File: config.mk
export PLATFORM = sky130hd
export DESIGN_NAME = alarm_ctrl
export DESIGN_NICKNAME = d
export VERILOG_FILES = /design/src/rtl/alarm_pkg.sv /design/src/rtl/btn_debounce.sv /design/src/rtl/alarm_ctrl.sv
export SDC_FILE = /design/constraint.sdc
export NUM_CORES = 1
export LEC_CHECK = 0
export CORE_ASPECT_RATIO = 1.4
export CORE_MARGIN = 5
export CORE_UTILIZATION = 40
export CTS_CLUSTER_SIZE = 28
export DETAILED_ROUTE_END_ITERATION = 10
export PLACE_DENSITY = 0.57
export SYNTH_ARGS = -nofsm -noshare
export SYNTH_HDL_FRONTEND = slang
export SYNTH_SLANG_ARGS = --single-unit
File: constraint.sdc
create_clock -name I_CLK -period 2.5 [get_ports I_CLK]
set_input_delay 0.375 -clock I_CLK [delete_from_list [all_inputs] [get_ports I_CLK]]
set_output_delay 0.375 -clock I_CLK [all_outputs]
set_load 0.01 [all_outputs]
File: src/rtl/alarm_pkg.sv
// Shared constants for the alarm/flow-light stage: FSM state encoding and
// speed codes, used by alarm_ctrl and the downstream alarm comparator.
package alarm_pkg;

    typedef enum logic [1:0] {
        ST_RUN       = 2'b00,
        ST_SET_ALARM = 2'b01,
        ST_SET_SPEED = 2'b10
    } state_e;

    localparam logic [2:0] SPD_0 = 3'b000;
    localparam logic [2:0] SPD_1 = 3'b001;
    localparam logic [2:0] SPD_2 = 3'b011;
    localparam logic [2:0] SPD_3 = 3'b111;

    // Speed step order 000 -> 001 -> 011 -> 111 -> 000; illegal codes restart at 000.
    function automatic logic [2:0] next_speed(input logic [2:0] spd);
        case (spd)
            SPD_0:   return SPD_1;
            SPD_1:   return SPD_2;
            SPD_2:   return SPD_3;
            SPD_3:   return SPD_0;
            default: return SPD_0;
        endcase
    endfunction

endpackage

File: src/rtl/btn_debounce.sv
// Pushbutton front end: 2-flop synchronizer, consecutive-cycle debounce
// counter and a single-cycle pulse on the accepted 0->1 edge.
module btn_debounce #(
    parameter int unsigned DEBOUNCE_CYC = 1000000
) (
    input  logic I_CLK,
    input  logic Rst,
    input  logic btn_i,
    output logic press_o
);

    localparam int unsigned CW = $clog2(DEBOUNCE_CYC + 1);

    logic          sync1_q, sync1_d;
    logic          sync2_q, sync2_d;
    logic          level_q, level_d;
    logic          press_q, press_d;
    logic [CW-1:0] cnt_q, cnt_d;

    // Count cycles where the synchronized input disagrees with the accepted level; any agreement restarts the count.
    always_comb begin
        sync1_d = btn_i;
        sync2_d = sync1_q;
        level_d = level_q;
        press_d = 1'b0;
        cnt_d   = {CW{1'b0}};
        if (sync2_q != level_q) begin
            if (cnt_q == CW'(DEBOUNCE_CYC - 1)) begin
                level_d = sync2_q;
                press_d = sync2_q;
                cnt_d   = {CW{1'b0}};
            end else begin
                cnt_d   = cnt_q + CW'(1);
            end
        end else begin
            cnt_d = {CW{1'b0}};
        end
    end

    // Synchronizer, debounce and pulse registers; reset clears any debounce in progress.
    always_ff @(posedge I_CLK or posedge Rst) begin
        if (Rst) begin
            sync1_q <= 1'b0;
            sync2_q <= 1'b0;
            level_q <= 1'b0;
            press_q <= 1'b0;
            cnt_q   <= {CW{1'b0}};
        end else begin
            sync1_q <= sync1_d;
            sync2_q <= sync2_d;
            level_q <= level_d;
            press_q <= press_d;
            cnt_q   <= cnt_d;
        end
    end

    assign press_o = press_q;

endmodule

File: src/rtl/alarm_ctrl.sv
// User-input front end for the alarm/flow-light stage: debounced buttons,
// RUN/SET_ALARM/SET_SPEED mode FSM, registered speed/position/target buses.
// Optional feature macro: ALARM_SNOOZE_EN (snooze button forces speed 000
// for SNOOZE_TICKS position ticks).
module alarm_ctrl
    import alarm_pkg::*;
#(
    parameter int unsigned DEBOUNCE_CYC = 1000000,
    parameter int unsigned TICK_CYC     = 50000000,
    parameter int unsigned SNOOZE_TICKS = 4
) (
    input  logic       I_CLK,
    input  logic       Rst,
    input  logic       btn_mode,
    input  logic       btn_up,
    input  logic       btn_snooze,
    output logic [2:0] flowspeed,
    output logic [1:0] count_light,
    output logic [1:0] count_light1,
    output logic [1:0] mode
);

    localparam int unsigned TW = $clog2(TICK_CYC + 1);
    localparam int unsigned SW = $clog2(SNOOZE_TICKS + 1);

    state_e        state_q, state_d;
    logic [TW-1:0] tick_q, tick_d;
    logic [1:0]    pos_q, pos_d;
    logic [1:0]    alarm_q, alarm_d;
    logic [2:0]    speed_q, speed_d;
    logic [2:0]    flow_q, flow_d;
    logic          mode_press_s;
    logic          up_press_s;
    logic          tick_end_s;

    btn_debounce #(.DEBOUNCE_CYC(DEBOUNCE_CYC)) u_db_mode (
        .I_CLK   (I_CLK),
        .Rst     (Rst),
        .btn_i   (btn_mode),
        .press_o (mode_press_s)
    );

    btn_debounce #(.DEBOUNCE_CYC(DEBOUNCE_CYC)) u_db_up (
        .I_CLK   (I_CLK),
        .Rst     (Rst),
        .btn_i   (btn_up),
        .press_o (up_press_s)
    );

    assign tick_end_s = (tick_q == TW'(TICK_CYC - 1));

    // Mode FSM plus position/target/speed updates; a mode press wins over a same-cycle up press.
    always_comb begin
        state_d = state_q;
        tick_d  = tick_q;
        pos_d   = pos_q;
        alarm_d = alarm_q;
        speed_d = speed_q;
        if (mode_press_s) begin
            case (state_q)
                ST_RUN:       state_d = ST_SET_ALARM;
                ST_SET_ALARM: state_d = ST_SET_SPEED;
                ST_SET_SPEED: state_d = ST_RUN;
                default:      state_d = ST_RUN;
            endcase
            tick_d = {TW{1'b0}};
        end else begin
            case (state_q)
                ST_RUN: begin
                    if (tick_end_s) begin
                        tick_d = {TW{1'b0}};
                        pos_d  = pos_q + 2'd1;
                    end else begin
                        tick_d = tick_q + TW'(1);
                    end
                end
                ST_SET_ALARM: begin
                    tick_d = {TW{1'b0}};
                    if (up_press_s) begin
                        alarm_d = alarm_q + 2'd1;
                    end else begin
                        alarm_d = alarm_q;
                    end
                end
                ST_SET_SPEED: begin
                    tick_d = {TW{1'b0}};
                    if (up_press_s) begin
                        speed_d = next_speed(speed_q);
                    end else begin
                        speed_d = speed_q;
                    end
                end
                default: begin
                    state_d = ST_RUN;
                    tick_d  = {TW{1'b0}};
                end
            endcase
        end
    end

`ifdef ALARM_SNOOZE_EN
    logic [SW-1:0] snz_q, snz_d;
    logic          snooze_press_s;

    btn_debounce #(.DEBOUNCE_CYC(DEBOUNCE_CYC)) u_db_snooze (
        .I_CLK   (I_CLK),
        .Rst     (Rst),
        .btn_i   (btn_snooze),
        .press_o (snooze_press_s)
    );

    // Snooze countdown in position ticks; armed only in RUN at the alarm position with a non-zero speed.
    always_comb begin
        snz_d = snz_q;
        if (mode_press_s) begin
            snz_d = {SW{1'b0}};
        end else if ((state_q == ST_RUN) && snooze_press_s &&
                     (pos_q == alarm_q) && (speed_q != SPD_0)) begin
            snz_d = SW'(SNOOZE_TICKS);
        end else if ((state_q == ST_RUN) && tick_end_s && (snz_q != {SW{1'b0}})) begin
            snz_d = snz_q - SW'(1);
        end else begin
            snz_d = snz_q;
        end
    end

    // Output speed is silenced while the snooze countdown is running.
    always_comb begin
        flow_d = (snz_d != {SW{1'b0}}) ? SPD_0 : speed_d;
    end

    // Snooze countdown register.
    always_ff @(posedge I_CLK or posedge Rst) begin
        if (Rst) begin
            snz_q <= {SW{1'b0}};
        end else begin
            snz_q <= snz_d;
        end
    end
`else
    logic [SW-1:0] unused_snooze_s;
    assign unused_snooze_s = {SW{btn_snooze}};

    // Without snooze the output speed is always the stored speed.
    always_comb begin
        flow_d = speed_d;
    end
`endif

    // Controller state and registered output buses.
    always_ff @(posedge I_CLK or posedge Rst) begin
        if (Rst) begin
            state_q <= ST_RUN;
            tick_q  <= {TW{1'b0}};
            pos_q   <= 2'd0;
            alarm_q <= 2'd0;
            speed_q <= SPD_0;
            flow_q  <= SPD_0;
        end else begin
            state_q <= state_d;
            tick_q  <= tick_d;
            pos_q   <= pos_d;
            alarm_q <= alarm_d;
            speed_q <= speed_d;
            flow_q  <= flow_d;
        end
    end

    assign flowspeed    = flow_q;
    assign count_light  = pos_q;
    assign count_light1 = alarm_q;
    assign mode         = state_q;

endmodule

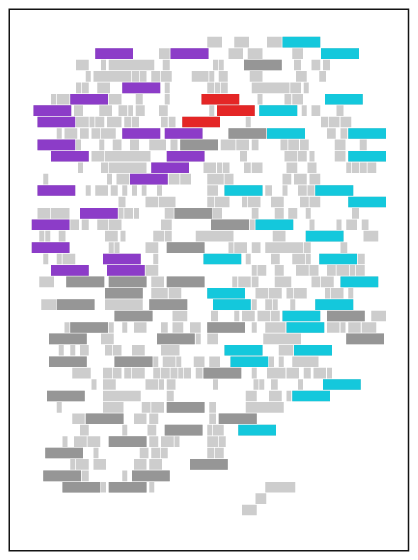
(run_1/registers.png)
`tick_q` -> cyan  # flops 26
`flowspeed` -> red  # flops 3
`u_db_up.cnt_q` -> purple  # flops 20
not coloured = 34
Sequential Power: 1.36 mW
area taken by flip-flops and latches: 2080 sq um

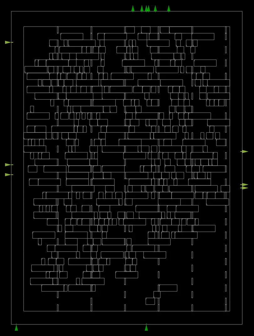
(run_1/final_placement.png)
floorplan row count: 43
count of fill cells added during filler insertion: 984
placeable core region: 9900 sq um
tap cell instance count: 135
fraction of standard cell area that is sequential: 0.449

==> run_summary.xml, run 1 <==
<?xml version="1.0" encoding="UTF-8"?>
<metrics>
  <group name="detailed_routing">
    <metric name="initialDrtViolationCount" unit="">139</metric>
    <metric name="tally_of_nets_with_antenna_violations_remaining_after_routing" unit="">0</metric>
    <metric name="met3RoutedLength" unit="um">155</metric>
    <metric name="highest_layer" unit="">met4</metric>
    <metric name="firstDrtPassIters" unit="">4</metric>
  </group>
  <group name="synthesis">
    <metric name="yosys_chip_area" unit="sq um">4030</metric>
    <metric name="post_synth_top_area_share" unit="">0.516</metric>
    <metric name="mux_share" unit="">0.00559</metric>
    <metric name="post_synth_fa_ha_maj_area_fraction" unit="">0.00932</metric>
    <metric name="yosysTopAreaCell" unit="">dfrtp_1</metric>
    <metric name="compound_area_frac" unit="">0.0687</metric>
    <metric name="ys_warn_count" unit="">0</metric>
  </group>
  <group name="setup_path">
    <metric name="rrSetupSlack" unit="ps">360</metric>
  </group>
  <group name="final_timing">
    <metric name="rsz0062_at_grt" unit="">no</metric>
    <metric name="relSlewSlack" unit="">0.523</metric>
  </group>
  <group name="placement">
    <metric name="dp_hpwl" unit="mm">5.14</metric>
  </group>
  <group name="cells_and_area">
    <metric name="multiInputGateArea" unit="sq um">1820</metric>
    <metric name="largest_class" unit="">flip-flops and latches</metric>
  </group>
  <group name="grt">
    <metric name="grt_pass1_wl" unit="mm">13.9</metric>
    <metric name="grt_start_max_net_pins" unit="">84</metric>
  </group>
  <group name="job">
    <metric name="timing.max_cap.violations" unit="">0</metric>
  </group>
  <group name="clock_tree">
    <metric name="clkLatencyLatePin" unit="ps">340</metric>
    <metric name="numClockSinks" unit="">83</metric>
  </group>
  <group name="power_and_ir_drop">
    <metric name="power.density" unit="nW/um^2">624</metric>
    <metric name="power.combinational.fraction" unit="">0.024</metric>
    <metric name="netSwitchingFraction" unit="">0.202</metric>
  </group>
  <group name="hold_path">
    <metric name="worst_hold_path.num_cells" unit="">0</metric>
    <metric name="timing.hold.worst.start" unit="">u_db_up.sync1_q</metric>
  </group>
  <group name="status">
    <metric name="status" unit="">finished clean</metric>
  </group>
</metrics>
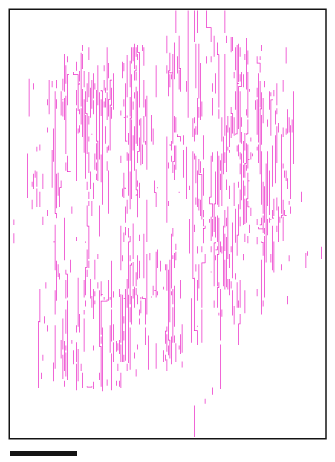
(run_1/met2.png)
Bar = 20 um.
nets with wire on the layer = 357
longest straight run = 38.2 um
wire length on this layer = 4,020 um
share of all routed wire = 51%
global routing met2 resource utilization: 0.243
Via Count: 3,004

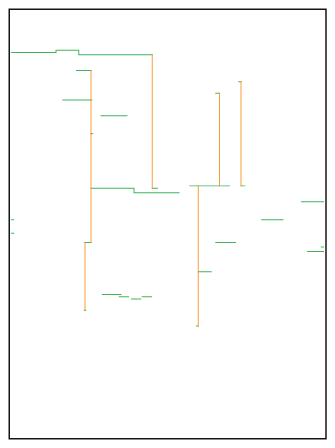
(run_1/metal_stack.png)
Two of the layers only.
met4 -> orange  # wire length 214 um
met3 -> green  # wire length 156 um
Tot GR Track Use: 0.144
total wire length: 7.89 mm
post-DR wirelength/cell: 14.2 um

run 1: stage by stage:
stage / worst slack (ps) / cells / util / power [mW] / area, sq um
after detailed placement: 369 / 540 / 0.434 / 1.46 / 4290
after global routing: 251 / 556 / 0.467 / 2.98 / 4620
final: 360 / 556 / 0.467 / 2.88 / 4620
after floorplan: 560 / 403 / - / 1.43 / 4030
after global placement: 399 / 540 / 0.434 / 1.46 / 4290
after CTS: 367 / 556 / 0.467 / 2.93 / 4620
run 1: placed cells by master, fill, tap and decap left out, types with 2 or more instances in the layout:
cell,count
bufinv_16,2
nor2b_1,2
o31ai_1,12
or4b_2,2
nor4b_1,4
inv_1,12
nand3b_1,2
buf_4,4
dfrtp_1,83
a21oi_1,21
and3_1,7
nor2_1,51
nor4_1,7
and2_1,4
ha_1,3
or4_4,2
xnor2_1,21
clkinvlp_4,2
clkbuf_16,9
or3_1,11
mux2_2,2
clkdlybuf4s50_1,12
o21ai_0,12
and4_1,8
nand2_1,27
or4_1,11
nand4_1,18
xor2_1,26
clkbuf_8,2
nand3_1,18
nor3_1,9
run 1: critical path, cell delays in order, from the launching register on:
cell and delay [ps]:
dfrtp_1 410, or4b_2 680, or4_4 470, o21ai_2 120, buf_4 250, nor2_1 80
run 1: routing by layer:
| layer | vias up | track usage |
|---|---|---|
| met3 | 15 | 0.0211 |
| li1 | 1466 | - |
| met4 | 0 | 0.0765 |
| met2 | 35 | 0.243 |
| met5 | - | 0 |
| met1 | 1488 | 0.176 |
## Run 2: what changed since run 1
- GPL_TIMING_DRIVEN: not set -> 0
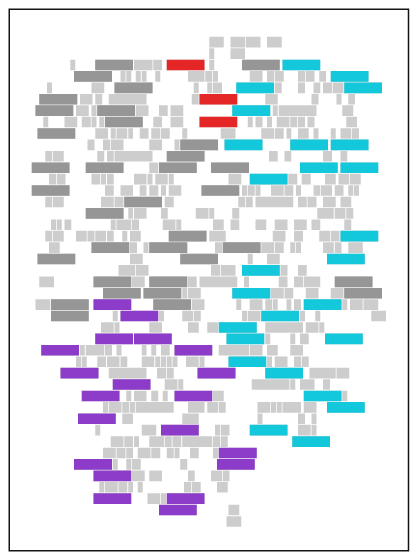
(run_2/registers.png)
`u_db_up.cnt_q` -> purple  # flops 20
`tick_q` -> cyan  # flops 26
`flowspeed` -> red  # flops 3
not coloured = 34
fraction of standard cell area that is sequential: 0.448
post-layout util: 0.468

==> run 2 against run 1 <==
Final area increased by 0.32%. Power shrank 7.3%. Synthesized cell count unchanged. First-iteration DRC count increased by 13%. Largest cell class unchanged.
==> run_summary.xml, run 2 <==
<?xml version="1.0" encoding="UTF-8"?>
<metrics>
  <group name="status">
    <metric name="status" unit="">finished clean</metric>
  </group>
  <group name="cells_and_area">
    <metric name="multiInputGateArea" unit="sq um">1820</metric>
    <metric name="fillers" unit="">972</metric>
    <metric name="top_logic_cells_by_instance_count_in_the_layout" unit="">dfrtp_1, nor2_1, nand2_1</metric>
  </group>
  <group name="synthesis">
    <metric name="yosysTopAreaCell" unit="">dfrtp_1</metric>
    <metric name="yosys_chip_area" unit="sq um">4030</metric>
  </group>
  <group name="setup_path">
    <metric name="cp_slowest_cell" unit="">o21ai_1</metric>
    <metric name="critical_path_cell_count" unit="">7</metric>
    <metric name="rrSetupSlack" unit="ps">300</metric>
  </group>
  <group name="detailed_routing">
    <metric name="tally_of_nets_with_antenna_violations_remaining_after_routing" unit="">0</metric>
    <metric name="initialDrtViolationCount" unit="">157</metric>
    <metric name="firstDrtPassIters" unit="">4</metric>
    <metric name="highest_layer" unit="">met4</metric>
    <metric name="wl_per_cell" unit="um">13.7</metric>
    <metric name="met3RoutedLength" unit="um">225</metric>
  </group>
  <group name="power_and_ir_drop">
    <metric name="power.density" unit="nW/um^2">576</metric>
    <metric name="power" unit="mW">2.67</metric>
  </group>
  <group name="grt">
    <metric name="grt_pass1_wl" unit="mm">13.6</metric>
    <metric name="busiest_layer" unit="">met2</metric>
    <metric name="track_usage" unit="">0.140</metric>
  </group>
  <group name="placement">
    <metric name="dp_hpwl" unit="mm">5.52</metric>
  </group>
  <group name="final_timing">
    <metric name="post-route-worst-setup-slack" unit="ps">295</metric>
    <metric name="relSlewSlack" unit="">0.623</metric>
  </group>
  <group name="clock_tree">
    <metric name="numClockSinks" unit="">83</metric>
  </group>
</metrics>
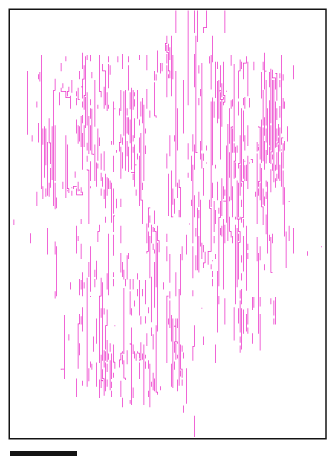
(run_2/met2.png)
Bar = 20 um.
nets with wire on the layer = 363
main direction = vertical
share of all routed wire = 51%
total wire length: 7.79 mm
Via Count: 2,992
global routing met2 resource utilization: 0.238

[run 2: cell count changes in the layout (fill, tap and decap cells not counted), sizes merged]
| cell | before | now |
|---|---|---|
| bufinv | 2 | 0 |
| clkinvlp | 2 | 4 |
| inv | 12 | 14 |
| clkbuf | 12 | 16 |
| buf | 5 | 11 |
[run 2: worst min path at each step]
stage | start | end
after floorplan | u_db_mode.sync1_q | u_db_mode.sync2_q
after global placement | u_db_mode.sync1_q | u_db_mode.sync2_q
after detailed placement | u_db_mode.sync1_q | u_db_mode.sync2_q
after CTS | Rst | u_db_up.cnt_q[14]
after global routing | Rst | u_db_up.cnt_q[10]
final | Rst | u_db_up.cnt_q[8]
[run 2: power by group]
group	switching (mW)	total [mW]	internal (mW)
clock	0.556	1.24	0.682
sequential	0.00814	1.36	1.35
combinational	0.0497	0.0731	0.0233
[run 2: area by class of cell]
| cell class | instances | area share |
|---|---|---|
| buffer | 15 | 0.0175 |
| sequential | 83 | 0.448 |
| timing repair buffer | 14 | 0.0345 |
| tap | 135 | 0.0364 |
| inverter | 13 | 0.0113 |
| clock inverter | 6 | 0.0105 |
| clock buffer | 10 | 0.0494 |
| multi-input combinational | 292 | 0.392 |
[run 2: metrics by stage]
stage,cell area (sq um),std cells
final,4640,568
after global placement,4320,550
after floorplan,4030,403
after detailed placement,4360,552
after global routing,4640,568
after CTS,4640,568
[run 2: cells by family (layout without fill, tap and decap cells)]
| group | after synthesis | count (layout) | synth area share |
|---|---|---|---|
| DFF | 83 | 83 | 0.516 |
| xor gates and xnor gates | 47 | 47 | 0.102 |
| and+or+nand+nor | 192 | 192 | 0.266 |
| adders and majority gates | 3 | 3 | 0.00932 |
| AOI/OAI and AO/OA | 48 | 48 | 0.0687 |
| muxes | 2 | 2 | 0.00559 |
| buffers and inverters | 28 | 58 | 0.0323 |
## Run 3: what changed since run 2
- ABC_AREA: not set -> 1
- GPL_ROUTABILITY_DRIVEN: not set -> 1
- SKIP_CTS_REPAIR_TIMING: not set -> 1
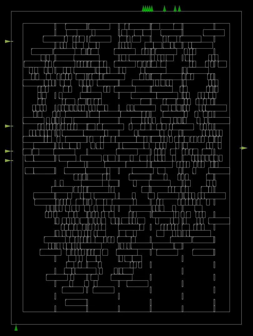
(run_3/final_placement.png)
fraction of standard cell area that is sequential: 0.398
placeable core region: 11,200 sq um

==> run 3 against run 2 <==
Final area rose by 12%. First-iteration DRC count fell by 18%. Worst hold slack improved by 29 ps. Synthesized area up 12%. Non-clock buffer count shrank 12. Register-to-register slack gained 580 ps. Maximum frequency is 28% higher. Via count increased by 24%. Critical endpoint is now count_light[0]. Highest routed layer unchanged.
==> run_summary.xml, run 3 <==
<?xml version="1.0" encoding="UTF-8"?>
<metrics>
  <group name="detailed_routing">
    <metric name="wl_per_cell" unit="um">12.4</metric>
    <metric name="initialDrtViolationCount" unit="">129</metric>
    <metric name="detail_route.wirelength" unit="mm">9.59</metric>
    <metric name="firstDrtPassIters" unit="">4</metric>
  </group>
  <group name="synthesis">
    <metric name="synth-simple-area-share" unit="">0.369</metric>
    <metric name="ys_sh_xor" unit="">0.0717</metric>
    <metric name="compound_area_frac" unit="">0.0277</metric>
    <metric name="yosysTopAreaCell" unit="">dfrtp_1</metric>
    <metric name="mux_share" unit="">0</metric>
    <metric name="yosys_chip_area" unit="sq um">4520</metric>
  </group>
  <group name="grt">
    <metric name="track_usage" unit="">0.155</metric>
  </group>
  <group name="placement">
    <metric name="dp_hpwl" unit="mm">7.24</metric>
    <metric name="place_area" unit="sq um">4870</metric>
  </group>
  <group name="final_timing">
    <metric name="post-route-worst-setup-slack" unit="ps">782</metric>
  </group>
  <group name="power_and_ir_drop">
    <metric name="netSwitchingFraction" unit="">0.212</metric>
    <metric name="power.density" unit="nW/um^2">574</metric>
    <metric name="cellInternalPower" unit="mW">2.36</metric>
    <metric name="power.switching" unit="mW">0.636</metric>
    <metric name="power.combinational.fraction" unit="">0.025</metric>
    <metric name="part_of_the_total_power_dissipated_in_the_clock_network" unit="">0.520</metric>
  </group>
  <group name="cells_and_area">
    <metric name="fillers" unit="">1120</metric>
    <metric name="postLayoutCellArea" unit="sq um">5220</metric>
  </group>
  <group name="hold_path">
    <metric name="timing.hold.worst.start" unit="">u_db_mode.sync1_q</metric>
  </group>
  <group name="setup_path">
    <metric name="cp_slowest_cell" unit="">clkdlybuf4s50_1</metric>
  </group>
  <group name="status">
    <metric name="status" unit="">finished clean</metric>
  </group>
</metrics>
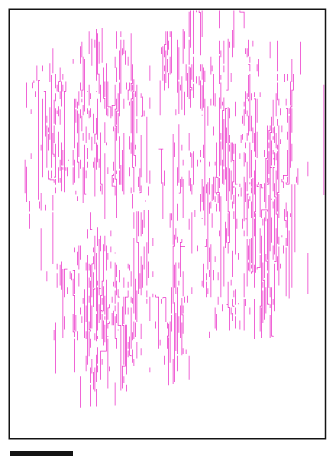
(run_3/met2.png)
Bar = 20 um.
longest straight run = 40.1 um
nets with wire on the layer = 496
share of all routed wire = 53%
global routing met2 resource utilization: 0.279
Via Count: 3,696

-- run 3: netlist changes by cell type after synthesis, moves of 10 or more --
cell | previous run | this run
a21oi_1 | 21 | 9
inv_1 | 13 | 68
nand2_1 | 27 | 137
nand3_1 | 18 | 41
nor2_1 | 51 | 147
nor3_1 | 9 | 19
o31ai_1 | 13 | 0
or3_1 | 11 | 0
or4_1 | 11 | 0
-- run 3: power groups by stage --
stage	clock [mW]	combinational [mW]	sequential, mW
floorplan	0	0.0492	1.39
global placement	0	0.0697	1.39
detailed placement	0	0.0789	1.39
CTS	1.59	0.0793	1.36
global route	1.65	0.0884	1.36
finish	1.56	0.0755	1.36
-- run 3: per-stage QoR --
| stage | total power, mW | instances |
|---|---|---|
| detailed placement | 1.47 | 757 |
| global placement | 1.46 | 755 |
| CTS | 3.04 | 773 |
| global route | 3.10 | 773 |
| floorplan | 1.43 | 599 |
| finish | 3.00 | 773 |
-- run 3: layout make-up --
| type | instances | area share |
|---|---|---|
| Buffer | 3 | 0.00528 |
| Multi-Input combinational cell | 443 | 0.413 |
| Clock inverter | 7 | 0.0238 |
| Clock buffer | 9 | 0.0432 |
| Inverter | 70 | 0.0511 |
| Sequential cell | 83 | 0.398 |
| Timing Repair Buffer | 14 | 0.0307 |
| Tap cell | 144 | 0.0345 |
-- run 3: worst paths after layout --
check | endpoint | depth (start not counted)
min | u_db_mode.sync2_q | 0
max reg2reg | u_db_up.cnt_q[13] | 8
max in group asynchronous | u_db_mode.sync2_q | 4
min in group asynchronous | u_db_up.cnt_q[14] | 2
max | count_light[0] | 1
min reg2reg | u_db_mode.sync2_q | 0
-- run 3: metal layers --
layer	GRT usage	share of wire
met2	0.279	0.53
met1	0.178	0.43
met4	0.0600	0.018
met5	0	0
met3	0.0330	0.025
Power is estimated from default activity; no workload was simulated.
